<file path="src/rtl/pipelined_ctrl_decoder.sv">
// pipelined_ctrl_decoder: registered RV32I control decoder with skid buffer, flush and saturating decode counter
module pipelined_ctrl_decoder #(
  parameter int XLEN = 32,
  parameter int CNT_W = 16,
  parameter bit RD0_SUPPRESS = 1'b1
) (
  input  logic             clk,
  input  logic             rst,
  input  logic             in_valid,
  output logic             in_ready,
  input  logic [31:0]      in_instr,
  input  logic [XLEN-1:0]  in_pc,
  input  logic             flush,
  output logic             out_valid,
  input  logic             out_ready,
  output logic [31:0]      out_instr,
  output logic [XLEN-1:0]  out_pc,
  output logic             reg_wen,
  output logic             asel,
  output logic             bsel,
  output logic [1:0]       data_wsel,
  output logic             mem_rw,
  output logic [2:0]       data_rsel,
  output logic [1:0]       wb_sel,
  output logic [2:0]       br_mode,
  output logic             br_unsigned,
  output logic             illegal,
  output logic [CNT_W-1:0] dec_cnt
);
  typedef struct packed {
    logic [31:0]     instr;
    logic [XLEN-1:0] pc;
    logic            reg_wen;
    logic            asel;
    logic            bsel;
    logic [1:0]      data_wsel;
    logic            mem_rw;
    logic [2:0]      data_rsel;
    logic [1:0]      wb_sel;
    logic [2:0]      br_mode;
    logic            br_unsigned;
    logic            illegal;
  } bundle_t;
  bundle_t dec, out_d, out_q, skid_d, skid_q;
  logic out_valid_d, out_valid_q, skid_full_d, skid_full_q;
  logic [CNT_W-1:0] cnt_d, cnt_q;
  logic [6:0] op;
  logic [2:0] f3;
  logic ill, in_xfer, out_xfer;
  assign op = in_instr[6:0];
  assign f3 = in_instr[14:12];
  assign in_ready = ~rst & ~skid_full_q;
  assign in_xfer = in_valid & in_ready;
  assign out_xfer = out_valid_q & out_ready;
  always_comb begin
    dec = '0;
    ill = 1'b0;
    case (op)
      7'b0110011: begin
        dec.reg_wen = 1'b1;
        dec.wb_sel = 2'b01;
      end
      7'b0010011, 7'b0110111: begin
        dec.bsel = 1'b1;
        dec.reg_wen = 1'b1;
        dec.wb_sel = 2'b01;
      end
      7'b0000011: begin
        dec.bsel = 1'b1;
        dec.reg_wen = 1'b1;
        dec.data_rsel = f3 == 3'b000 ? 3'b001 : f3 == 3'b001 ? 3'b010 : f3 == 3'b010 ? 3'b000 : f3 == 3'b100 ? 3'b011 : 3'b100;
        ill = f3 == 3'b011 || f3[2:1] == 2'b11;
      end
      7'b0100011: begin
        dec.bsel = 1'b1;
        dec.mem_rw = 1'b1;
        dec.data_wsel = f3 == 3'b000 ? 2'b01 : f3 == 3'b001 ? 2'b11 : 2'b00;
        ill = f3 >= 3'b011;
      end
      7'b1100011: begin
        dec.asel = 1'b1;
        dec.bsel = 1'b1;
        dec.br_mode = f3[2] ? {2'b10, f3[0]} : {2'b01, f3[0]};
        dec.br_unsigned = f3[1];
        ill = f3[2:1] == 2'b01;
      end
      7'b1101111: begin
        dec.asel = 1'b1;
        dec.bsel = 1'b1;
        dec.reg_wen = 1'b1;
        dec.wb_sel = 2'b10;
        dec.br_mode = 3'b001;
      end
      7'b1100111: begin
        dec.bsel = 1'b1;
        dec.reg_wen = 1'b1;
        dec.wb_sel = 2'b10;
        dec.br_mode = 3'b001;
        ill = f3 != 3'b000;
      end
      7'b0010111: begin
        dec.asel = 1'b1;
        dec.bsel = 1'b1;
        dec.reg_wen = 1'b1;
        dec.wb_sel = 2'b01;
      end
      7'b0001111, 7'b1110011: dec.wb_sel = 2'b01;
      default: ill = 1'b1;
    endcase
    if (ill) dec = '0;
    dec.illegal = ill;
    if (RD0_SUPPRESS && in_instr[11:7] == 5'd0) dec.reg_wen = 1'b0;
    dec.instr = in_instr;
    dec.pc = in_pc;
  end
  always_comb begin
    out_d = out_q;
    skid_d = skid_q;
    out_valid_d = out_valid_q;
    skid_full_d = skid_full_q;
    cnt_d = (out_xfer && cnt_q != '1) ? cnt_q + 1'b1 : cnt_q;
    if (flush) begin
      out_d = '0;
      out_valid_d = 1'b0;
      skid_full_d = 1'b0;
      cnt_d = cnt_q;
    end else if (!out_valid_q || out_xfer) begin
      out_valid_d = skid_full_q | in_xfer;
      skid_full_d = 1'b0;
      out_d = skid_full_q ? skid_q : in_xfer ? dec : out_q;
    end else if (in_xfer) begin
      skid_d = dec;
      skid_full_d = 1'b1;
    end
  end
  always_ff @(posedge clk) begin
    if (rst) begin
      out_q <= '0;
      skid_q <= '0;
      out_valid_q <= 1'b0;
      skid_full_q <= 1'b0;
      cnt_q <= '0;
    end else begin
      out_q <= out_d;
      skid_q <= skid_d;
      out_valid_q <= out_valid_d;
      skid_full_q <= skid_full_d;
      cnt_q <= cnt_d;
    end
  end
  assign out_valid = out_valid_q;
  assign out_instr = out_q.instr;
  assign out_pc = out_q.pc;
  assign reg_wen = out_q.reg_wen;
  assign asel = out_q.asel;
  assign bsel = out_q.bsel;
  assign data_wsel = out_q.data_wsel;
  assign mem_rw = out_q.mem_rw;
  assign data_rsel = out_q.data_rsel;
  assign wb_sel = out_q.wb_sel;
  assign br_mode = out_q.br_mode;
  assign br_unsigned = out_q.br_unsigned;
  assign illegal = out_q.illegal;
  assign dec_cnt = cnt_q;
endmodule

</file>
<file path="config.mk">
export PLATFORM = sky130hd
export DESIGN_NAME = pipelined_ctrl_decoder
export DESIGN_NICKNAME = d
export VERILOG_FILES = /design/src/rtl/pipelined_ctrl_decoder.sv
export SDC_FILE = /design/constraint.sdc
export NUM_CORES = 1
export LEC_CHECK = 0
export ABC_AREA = 0
export CAP_MARGIN = 20
export CORE_MARGIN = 1.5
export CORE_UTILIZATION = 54
export DETAILED_ROUTE_END_ITERATION = 8
export GPL_TIMING_DRIVEN = 0
export PLACE_DENSITY = 0.85
export SLEW_MARGIN = 20
export SYNTH_ARGS = -nofsm -noshare
export SYNTH_HDL_FRONTEND = slang
export SYNTH_SLANG_ARGS = --single-unit
</file>
<file path="constraint.sdc">
create_clock -name clk -period 3.95 [get_ports clk]
set_input_delay 0.5925 -clock clk [delete_from_list [all_inputs] [get_ports clk]]
set_output_delay 0.5925 -clock clk [all_outputs]
set_load 0.005 [all_outputs]
</file>
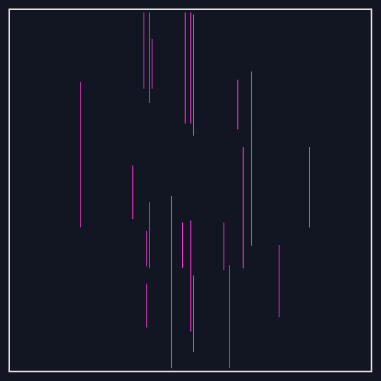
Fig. 1. M4 wires (run 1).
Drawn at 3 px/um.
- nets with wire on the layer: 20
- share of all routed wire: 3.1%
- main direction: vertical
- wire length on this layer: 647 um

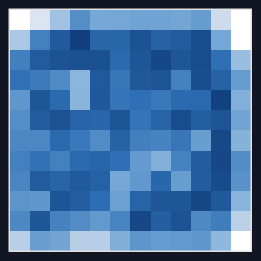
Fig. 2. Cell density map (run 1).
Drawn at 2 px/um. The die is cut into 12 by 12 equal tiles; white is low, dark blue is high, 0 to 100% covered.
- nearly empty tiles: 2.8%
- mean over tiles: 67%
- fullest tile: 94%
- tiles over 75% full: 44%
FP Core Util: 0.557
Final Core Density: 0.741
Core Area: 13,300 um2

==> deck_impl_summary.md, run 1 <==
Synthesis and Place & Route Summary

Global route
  – GRT busiest layer: met2
  – Global route overflow: 0
  – All-Layer GR Usage: 0.289
  – Largest net degree at the start of global routing: 17
  – First-pass GRT wire length: between 30,000 and 40,000 um
  – Grt met1 use: 0.368

Synth
  – Complex Gates by Area: 0.178
  – Synth Instances: 892
  – Syn Nets: slightly below 1,000
  – Adder-Cell Fraction of Synth Area: 0.00168
  – Mux area share: 0.0862
  – Dominant register cell: dfxtp_1

Final timing
  – Worst hold slack: 453 ps
  – RSZ-0062 raised after global routing: false
  – Final hold vios: 0
  – PnR worst setup slack: 563 ps
  – Minimum clock period: 3390 ps
  – Rel. slew slack: 0.375

Routing
  – Total wire length: 21,000 um
  – Drt first pass iters: 5
  – Drt via density: 5.70
  – WL/cell: 16.6 um
  – DRT iter0 DRCs: 704

Cells and area
  – Final Non-Filler Cells: 1,263
  – Final-stage net count: 1,145
  – Area grow syn2layout: 33.1%

Setup path
  – Crit-path leading delay family: buffers and inverters
  – Setup slack, reg-to-reg: 1160 ps
  – Critical Path Fanout Max: 10
  – WP data required: 3360 ps
  – Reg-to-reg critical path startpoint: skid_full_q$_SDFFE_PP0P_

Outcome
  – Outcome: completed

Die
  – Row cnt: 42
  – Die Y: 120 um

Flow run
  – OpenROAD warning count: 26

Placement
  – GP Congestion: between 0.9 and 1
  – Placed Cells incl. Taps: 1,232

Clock network
  – Post-CTS Setup Inserts: 0
  – CTS clk-pin slew, worst paths: 70 ps
  – H-tree levels: 4

Hold path
  – Hold_sp: skid_q[24]$_SDFFE_PP0P_
  – WHS Endpoint: skid_q[24]$_SDFFE_PP0P_
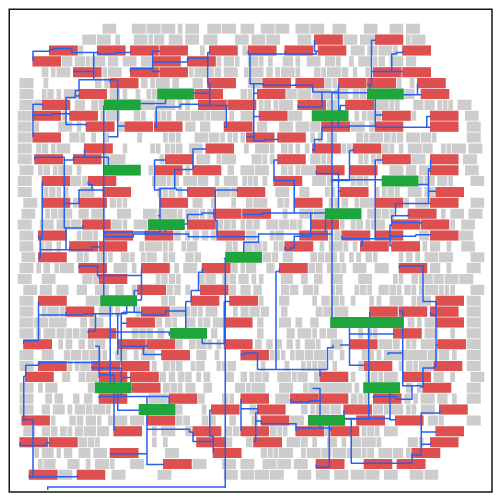
Fig. 3. Routed clock nets over the placement (run 1).
Drawn at 4 px/um.
- green: clock-net drivers (count 17)
- red: flip-flops (count 178)
- blue: clock wires (length 1,980 um)
- flops lie: widely spread
clock share of power: 0.437
clk latency late pin: 430 ps
Clock Power: 1.71 mW
Final Skew: 5.76 ps

-- run 1: flip-flops by register name, summed over array words and instances, names as in the netlist, 2 cells and up --
name       count
data_rsel      3
out_pc        32
wb_sel         2
dec_cnt       16
out_instr     32
skid_q        80
data_wsel      2
br_mode        3
-- run 1: stage by stage --
| stage | util | power [mW] |
|---|---|---|
| CTS | 0.741 | 3.92 |
| finish | 0.741 | 3.91 |
| global route | 0.741 | 4.04 |
| global placement | 0.696 | 2.23 |
| floorplan | - | 2.04 |
| detailed placement | 0.696 | 2.24 |
-- run 1: cell type report --
type,instances,area [um2]
Inverter,4,15.0
Timing Repair Buffer,164,1640
Sequential cell,178,3560
Fill cell,1056,3460
Clock inverter,7,97.6
Tap cell,176,220
Clock buffer,24,502
Buffer,75,290
Multi-Input combinational cell,635,3560
-- run 1: cells in the mapped netlist, types with 2 or more instances --
cell	n	share of area
nand3b_1	6	0.0061
dfxtp_1	178	0.48
or4_1	4	0.0040
a22oi_1	3	0.0030
nand2_1	151	0.076
nand2b_1	3	0.0025
nor3_1	11	0.0074
nor4_1	5	0.0042
nor3b_1	2	0.0020
a211oi_1	67	0.068
mux2i_1	64	0.086
nand3_1	15	0.010
nand4_1	9	0.0076
nor2b_1	6	0.0051
and4_1	2	0.0024
a32oi_1	3	0.0035
and3b_1	2	0.0024
nor2_1	107	0.054
and3_1	2	0.0017
o21ai_0	22	0.015
inv_1	4	0.0020
buf_1	12	0.0061
o211ai_1	2	0.0020
clkbuf_1	61	0.031
xor2_1	6	0.0071
a21o_1	2	0.0020
xnor2_1	8	0.0094
a21oi_1	112	0.075
or3_1	6	0.0051
-- run 1: where the power goes --
part / internal (mW) / switching (mW)
clock: 1.02 / 0.695
sequential: 1.83 / 0.0185
combinational: 0.169 / 0.190
total: 3.01 / 0.904
## Run 2: what changed since run 1
--- a/config.mk
+++ b/config.mk
@@ -6,7 +6,6 @@
 export NUM_CORES = 1
 export LEC_CHECK = 0
 export ABC_AREA = 0
-export CAP_MARGIN = 20
 export CORE_MARGIN = 1.5
 export CORE_UTILIZATION = 54
 export DETAILED_ROUTE_END_ITERATION = 8
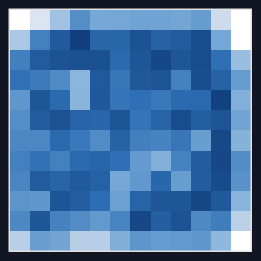
Fig. 4. Cell density map (run 2).
Drawn at 2 px/um. The die is cut into 12 by 12 equal tiles; white is low, dark blue is high, 0 to 100% covered.
- nearly empty tiles: 2.8%
- tiles over 75% full: 44%
- fullest tile: 94%

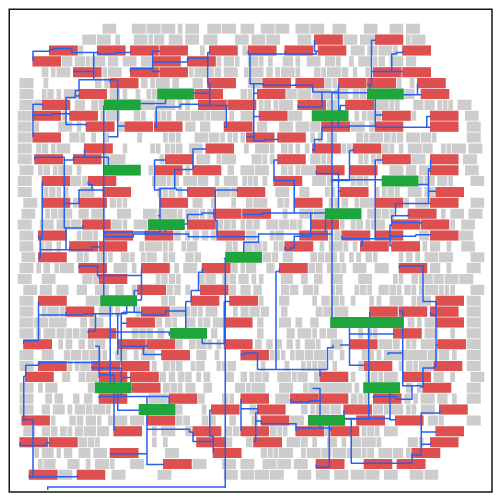
Fig. 5. Routed clock nets over the placement (run 2).
Drawn at 4 px/um.
- red: flip-flops (count 178)
- blue: clock wires (length 1,980 um)
- green: clock-net drivers (count 17)
- flops lie: widely spread
- routed clock nets: 18

==> run 2 against run 1 <==
Via count is the same. Non-clock buffer count unchanged. Sequential power about the same. Clock skew stayed put. Sequential share of layout area unchanged. Utilization unchanged. Clock power hardly changed. Worst hold slack stayed put. Critical path depth is the same. Cell count is the same. Flip-flop count is the same. Combinational power barely moved.
==> deck_impl_summary.md, run 2 <==
Synthesis and Place & Route Summary

Outcome
  – Outcome: completed

Global route
  – First-pass GRT wire length: 32,800 um (unchanged)
  – All-Layer GR Usage: 0.289 (unchanged)
  – Largest net degree at the start of global routing: 17 (unchanged)

Cells and area
  – # fillers: 1,056 (unchanged)
  – Max FFs per register: 80 (unchanged)
  – Final-stage net count: 1,145 (unchanged)
  – Most flops, register: skid_q
  – Flop area: 3560 um2 (unchanged)

Setup path
  – Critical Path Fanout Max: 10 (unchanged)
  – Crit-path leading delay family: buffers and inverters

Synth
  – Yosys top cell by instances: dfxtp_1
  – Area leader, netlist: dfxtp_1
  – Dominant register cell: dfxtp_1

Clock network
  – H-tree levels: 4 (unchanged)
  – Post-CTS Setup Inserts: 0 (unchanged)
  – CTS clk-pin slew, worst paths: 70 ps (about the same)

Die
  – Die Y: 120 um (unchanged)
  – FP Core Util: 0.557 (unchanged)

Final timing
  – Final Skew: 5.76 ps (unchanged)
  – RSZ-0062 raised after global routing: false

Flow run
  – OpenROAD warning count: 26 (unchanged)

Routing
  – DRT iter0 DRCs: 704 (unchanged)
  – Drt via density: 5.70 (unchanged)

Placement
  – Placed Cells incl. Taps: 1,232 (unchanged)
run 2: cell counts in the layout (fill, tap and decap cells not counted):
Identical to the previous run, type by type.
run 2: layout make-up:
type	instances	area share
Tap cell	176	0.0223
Clock buffer	24	0.0507
Multi-Input combinational cell	635	0.360
Buffer	75	0.0294
Sequential cell	178	0.360
Clock inverter	7	0.00987
Inverter	4	0.00152
Timing Repair Buffer	164	0.166
run 2: per-stage QoR:
stage	hold WS, ps	total power [mW]
6_report	453	3.91
5_1_grt	470	4.04
4_1_cts	455	3.92
3_5_place_dp	446	2.24
3_3_place_gp	439	2.23
2_1_floorplan	432	2.04
run 2: power breakdown:
group	switching [mW]	leakage, nW	total, mW	internal (mW)
logic	0.190	1.45	0.359	0.169
clock network	0.695	0.289	1.71	1.02
registers	0.0185	1.44	1.85	1.83
total	0.904	3.18	3.91	3.01
run 2: cells by family after synthesis:
group / after synthesis / synth area share
AND-OR/OR-AND: 220 / 0.178
XOR/XNOR: 14 / 0.0165
adder cells (fa/ha/maj): 1 / 0.00168
buffers and inverters: 79 / 0.0411
flip-flops: 178 / 0.480
multiplexers: 64 / 0.0862
AND/OR/NAND/NOR: 336 / 0.197
run 2: final timing paths:
path                                               start                          to  slack, ps
worst max-delay path            skid_full_q$_SDFFE_PP0P_                    in_ready        560
worst min-delay path             skid_q[24]$_SDFFE_PP0P_     skid_q[24]$_SDFFE_PP0P_        450
worst max register to register  skid_full_q$_SDFFE_PP0P_  out_instr[24]$_SDFFE_PP0P_       1160
worst min register to register   skid_q[24]$_SDFFE_PP0P_     skid_q[24]$_SDFFE_PP0P_        450
run 2: tightest hold or removal path, stage by stage, from the launching register on:
cell and delay (ps):
dfxtp_1 310, nand2_1 50, a21oi_1 50
No activity file was given, so power comes from the tool's default toggle rates.
